Figure 1. Signal wires on met1.
Scale bar: 20 um.
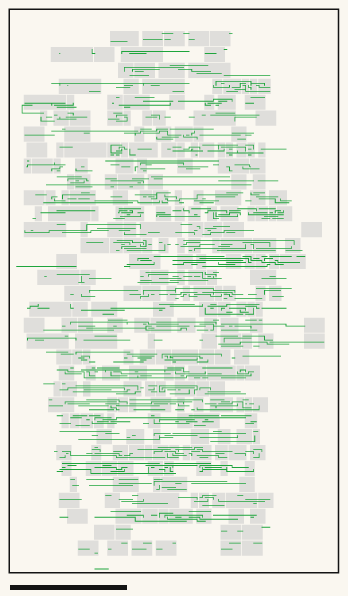
Figure 2. Metal 2.
Scale bar: 20 um.
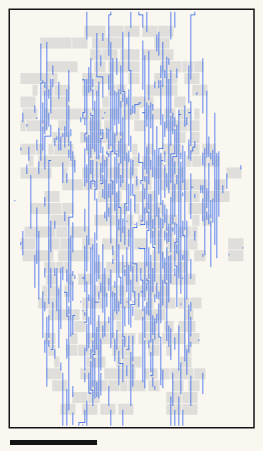
Figure 3. Met3 routing.
Scale bar: 20 um.
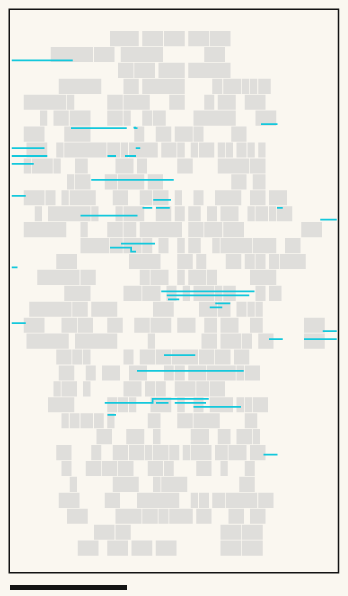
Figure 4. Signal wires on met4.
Scale bar: 20 um.
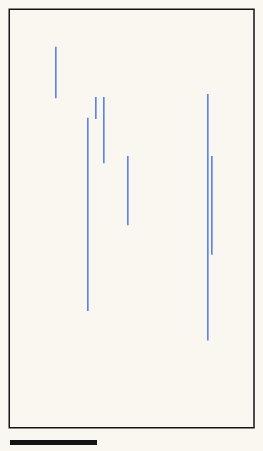
Figure 5. Congestion heat map.
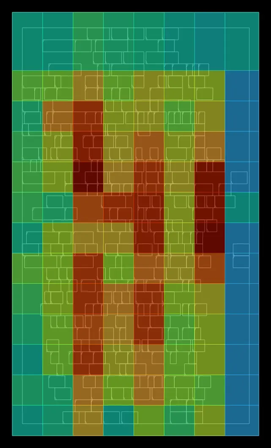
## config.mk

```make
export PLATFORM = sky130hd
export DESIGN_NAME = signed_accumulator_register_flat
export DESIGN_NICKNAME = d
export VERILOG_FILES = /design/src/rtl/signed_accumulator_register_if.sv /design/src/rtl/signed_accumulator_register.sv /design/src/flat_wrapper.sv
export SDC_FILE = /design/constraint.sdc
export NUM_CORES = 1
export LEC_CHECK = 0
export ABC_AREA = 0
export CORE_AREA = 2 2 54 94
export DETAILED_ROUTE_END_ITERATION = 7
export DIE_AREA = 0 0 56 96
export SLEW_MARGIN = 20
export SYNTH_ARGS = -nofsm -noshare
export SYNTH_HDL_FRONTEND = slang
export SYNTH_SLANG_ARGS = --single-unit
export TNS_END_PERCENT = 10
```

## constraint.sdc

```tcl
create_clock -name clk -period 2.8 [get_ports clk]
set_input_delay 0.7 -clock clk [delete_from_list [all_inputs] [get_ports clk]]
set_output_delay 0.7 -clock clk [all_outputs]
set_load 0.01 [all_outputs]
```

## src/rtl/signed_accumulator_register_if.sv

```systemverilog
// rtl/signed_accumulator_register_if.sv - command/status bundle for the signed accumulator register
interface signed_accumulator_register_if #(
    parameter int N = 8
);
    logic         cmd_valid;
    logic         cmd_ready;
    logic [3:0]   cmd_op;
    logic [N-1:0] data_in;
    logic         ser_in;
    logic [N-1:0] q;
    logic         zero;
    logic         ovf;
    logic         busy;
    logic         done;

    modport master (
        output cmd_valid, cmd_op, data_in, ser_in,
        input  cmd_ready, q, zero, ovf, busy, done
    );

    modport slave (
        input  cmd_valid, cmd_op, data_in, ser_in,
        output cmd_ready, q, zero, ovf, busy, done
    );
endinterface

```

## src/rtl/signed_accumulator_register.sv

```systemverilog
// rtl/signed_accumulator_register.sv - N-bit signed working register with flags and serial load
module signed_accumulator_register #(
    parameter int N = 8
) (
    input  logic                          clk,
    input  logic                          rst,
    signed_accumulator_register_if.slave  bus
);
    localparam int CW = (N > 2) ? $clog2(N) : 1;

    localparam logic [3:0] OP_LOAD   = 4'd1;
    localparam logic [3:0] OP_CLEAR  = 4'd2;
    localparam logic [3:0] OP_INC    = 4'd3;
    localparam logic [3:0] OP_DEC    = 4'd4;
    localparam logic [3:0] OP_ADD    = 4'd5;
    localparam logic [3:0] OP_SHL    = 4'd6;
    localparam logic [3:0] OP_SHR    = 4'd7;
    localparam logic [3:0] OP_SERIAL = 4'd8;

    localparam logic [N-1:0] MAX_POS = {1'b0, {(N-1){1'b1}}};
    localparam logic [N-1:0] MIN_NEG = {1'b1, {(N-1){1'b0}}};

    typedef enum logic {IDLE, SHIFT} state_t;

    state_t        state;
    logic [N-1:0]  q_r;
    logic          ovf_r;
    logic          busy_r;
    logic          done_r;
    logic [CW-1:0] cnt;
    logic [N-1:0]  sum;
    logic          add_ovf;

    // Adder result and signed overflow: equal operand signs, differing result sign
    always_comb begin
        sum     = q_r + bus.data_in;
        add_ovf = (q_r[N-1] == bus.data_in[N-1]) && (sum[N-1] != q_r[N-1]);
    end

    // Command execution and serial-load sequencing; busy/done are registered with the state
    always_ff @(posedge clk) begin
        if (rst) begin
            state  <= IDLE;
            q_r    <= '0;
            ovf_r  <= 1'b0;
            busy_r <= 1'b0;
            done_r <= 1'b0;
            cnt    <= '0;
        end else begin
            done_r <= 1'b0;
            case (state)
                IDLE: begin
                    if (bus.cmd_valid) begin
                        case (bus.cmd_op)
                            OP_LOAD: begin
                                q_r   <= bus.data_in;
                                ovf_r <= 1'b0;
                            end
                            OP_CLEAR: begin
                                q_r   <= '0;
                                ovf_r <= 1'b0;
                            end
                            OP_INC: begin
                                q_r <= q_r + 1'b1;
                                if (q_r == MAX_POS) ovf_r <= 1'b1;
                            end
                            OP_DEC: begin
                                q_r <= q_r - 1'b1;
                                if (q_r == MIN_NEG) ovf_r <= 1'b1;
                            end
                            OP_ADD: begin
                                q_r <= sum;
                                if (add_ovf) ovf_r <= 1'b1;
                            end
                            OP_SHL: begin
                                q_r <= {q_r[N-2:0], 1'b0};
                                if (q_r[N-1] != q_r[N-2]) ovf_r <= 1'b1;
                            end
                            OP_SHR: begin
                                q_r <= {q_r[N-1], q_r[N-1:1]};
                            end
                            OP_SERIAL: begin
                                ovf_r  <= 1'b0;
                                cnt    <= '0;
                                busy_r <= 1'b1;
                                state  <= SHIFT;
                            end
                            default: ;
                        endcase
                    end
                end
                SHIFT: begin
                    // Commands arriving here are dropped; cmd_ready is low
                    q_r <= {q_r[N-2:0], bus.ser_in};
                    if (cnt == CW'(N - 1)) begin
                        busy_r <= 1'b0;
                        done_r <= 1'b1;
                        state  <= IDLE;
                    end else begin
                        cnt <= cnt + 1'b1;
                    end
                end
                default: state <= IDLE;
            endcase
        end
    end

    assign bus.q         = q_r;
    assign bus.zero      = (q_r == '0);
    assign bus.ovf       = ovf_r;
    assign bus.busy      = busy_r;
    assign bus.done      = done_r;
    assign bus.cmd_ready = ~busy_r;
endmodule

```

## src/flat_wrapper.sv

```systemverilog
// flat-port wrapper written by rule: the top's interface ports become plain ports
module signed_accumulator_register_flat 
#(
    parameter int N = 8
)
  (clk, rst, bus_cmd_valid, bus_cmd_op, bus_data_in, bus_ser_in, bus_cmd_ready, bus_q, bus_zero, bus_ovf, bus_busy, bus_done);
  signed_accumulator_register_if #(.N(N)) bus_i ();
  input  logic clk;
  input  logic rst;
  input wire logic [$bits(bus_i.cmd_valid)-1:0] bus_cmd_valid;
  input wire logic [$bits(bus_i.cmd_op)-1:0] bus_cmd_op;
  input wire logic [$bits(bus_i.data_in)-1:0] bus_data_in;
  input wire logic [$bits(bus_i.ser_in)-1:0] bus_ser_in;
  output wire logic [$bits(bus_i.cmd_ready)-1:0] bus_cmd_ready;
  output wire logic [$bits(bus_i.q)-1:0] bus_q;
  output wire logic [$bits(bus_i.zero)-1:0] bus_zero;
  output wire logic [$bits(bus_i.ovf)-1:0] bus_ovf;
  output wire logic [$bits(bus_i.busy)-1:0] bus_busy;
  output wire logic [$bits(bus_i.done)-1:0] bus_done;
  assign bus_i.cmd_valid = bus_cmd_valid;
  assign bus_i.cmd_op = bus_cmd_op;
  assign bus_i.data_in = bus_data_in;
  assign bus_i.ser_in = bus_ser_in;
  assign bus_cmd_ready = bus_i.cmd_ready;
  assign bus_q = bus_i.q;
  assign bus_zero = bus_i.zero;
  assign bus_ovf = bus_i.ovf;
  assign bus_busy = bus_i.busy;
  assign bus_done = bus_i.done;
  signed_accumulator_register #(.N(N)) u_core (.clk(clk), .rst(rst), .bus(bus_i));
endmodule
```

==> out/metrics.cfg <==
[synth]
ys_seq_elements = 15
ys_seq_frac = 0.169
postSynth.asyncResetShare = 0
ff_type = dfxtp_1
synthCells = 235

[pwr]
clkPwrFrac = 0.238
p_int_mw = 0.484
p_comb_frac = 0.442
power-top-group = combinational cells
powerDensity_nw_per_um2 = 313
switchingPower_mw = 0.251
pg_comb_mw = 0.325
leakage_nw = 0.958

[layout]
buf_share = 0.231
fill_cells = 470
antennaDiodeCount = 0
syn2layout_area_growth_pct = 32.8
final_cell_mix = 35 x buf_4, 28 x clkdlybuf4s50_1, 25 x nor2_1
drive_above_1_share = 0.175
n_all_inverters = 11
logic_area_um2 = 1360

[global_route]
antenna_found_initial = 0
first_global_vias = 1923

[route]
wirelength_met1_um = 2240
dr.first_iter.drc_count = 53

[job]
warnings = 29
max_cap_viol_count = 0

[clock_network]
cts_hold_buf = 0
clk_pin_slew_ns = 0.06
post_cts_resized = 0

[worst_setup_path]
cp_data_arrival_time_ns = 2.86
crit_fanout = 3
worstPathRequired_ns = 2.93

[timing]
relSlewSlack = 0.638
fin_tns_setup_ns = 0

[run_status]
status = finished, final reports clean

[floorplanning]
nWellTaps = 52

Notes on Figure 1 above:
main direction = horizontal
nets with wire on the layer = 286
DRT Wirelength: 5520 um
met1 usage in global routing: 0.242
vias after detailed routing: 1,957

Notes on Figure 2 above:
share of all routed wire = 53%
longest straight run = 38.6 um
met2 usage: 0.392

Notes on Figure 3 above:
nets with wire on the layer = 27
wire length on this layer = 191 um
GR Layer Usage met3: 0.0175

Notes on Figure 4 above:
share of all routed wire = 3.1%
wire length on this layer = 170 um
nets with wire on the layer = 6

Notes on Figure 5 above:
Total GRT Usage: 0.212
Final Core Density: 0.509
drt wl/cell: 16.4 um
gr busiest metal: met2

path summary, 6_finish.rpt:
| kind | from | cells past startpoint | to | slack [ns] |
|---|---|---|---|---|
| setup / recovery | bus_data_in[1] | 9 | u_core.bus.ovf$_SDFFE_PP0P_ | 0.07 |
| hold / removal | u_core.cnt[1]$_SDFFE_PP0P_ | 2 | u_core.cnt[1]$_SDFFE_PP0P_ | 0.52 |
| setup reg to reg | u_core.bus.q[1]$_SDFFE_PP0P_ | 9 | u_core.bus.ovf$_SDFFE_PP0P_ | 0.44 |
| hold reg to reg | u_core.cnt[1]$_SDFFE_PP0P_ | 2 | u_core.cnt[1]$_SDFFE_PP0P_ | 0.52 |
per-stage QoR:
stage          cells  hold slack (ns)  cell area, um^2  setup WS (ns)
2_1_floorplan    235            0.470             1770          0.129
3_3_place_gp     333            0.486             2300         -0.176
3_5_place_dp     333            0.496             2300         -0.227
4_1_cts          337            0.513             2350         0.0248
5_1_grt          337            0.538             2350        -0.0820
6_report         337            0.516             2350         0.0703
logic make-up (layout without fill, tap and decap cells):
family	after synthesis	after routing	share of synthesized area
and+or+nand+nor	85	85	0.266
DFF	15	15	0.169
AOI/OAI and AO/OA	76	76	0.303
adders and majority gates	14	14	0.103
xor gates and xnor gates	8	8	0.0395
buffers and inverters	28	78	0.0671
muxes	9	9	0.0523
cell usage after synthesis (7+ instances only):
cell type | instances | area share
a21oi_1 | 14 | 0.040
buf_2 | 8 | 0.023
clkbuf_1 | 7 | 0.015
dfxtp_1 | 15 | 0.17
ha_1 | 13 | 0.092
inv_1 | 11 | 0.023
mux2i_1 | 7 | 0.040
nand2_1 | 13 | 0.028
nor2_1 | 25 | 0.053
nor3_1 | 9 | 0.025
o21ai_0 | 10 | 0.028
xnor2_1 | 7 | 0.035
Power is estimated from default activity; no workload was simulated.
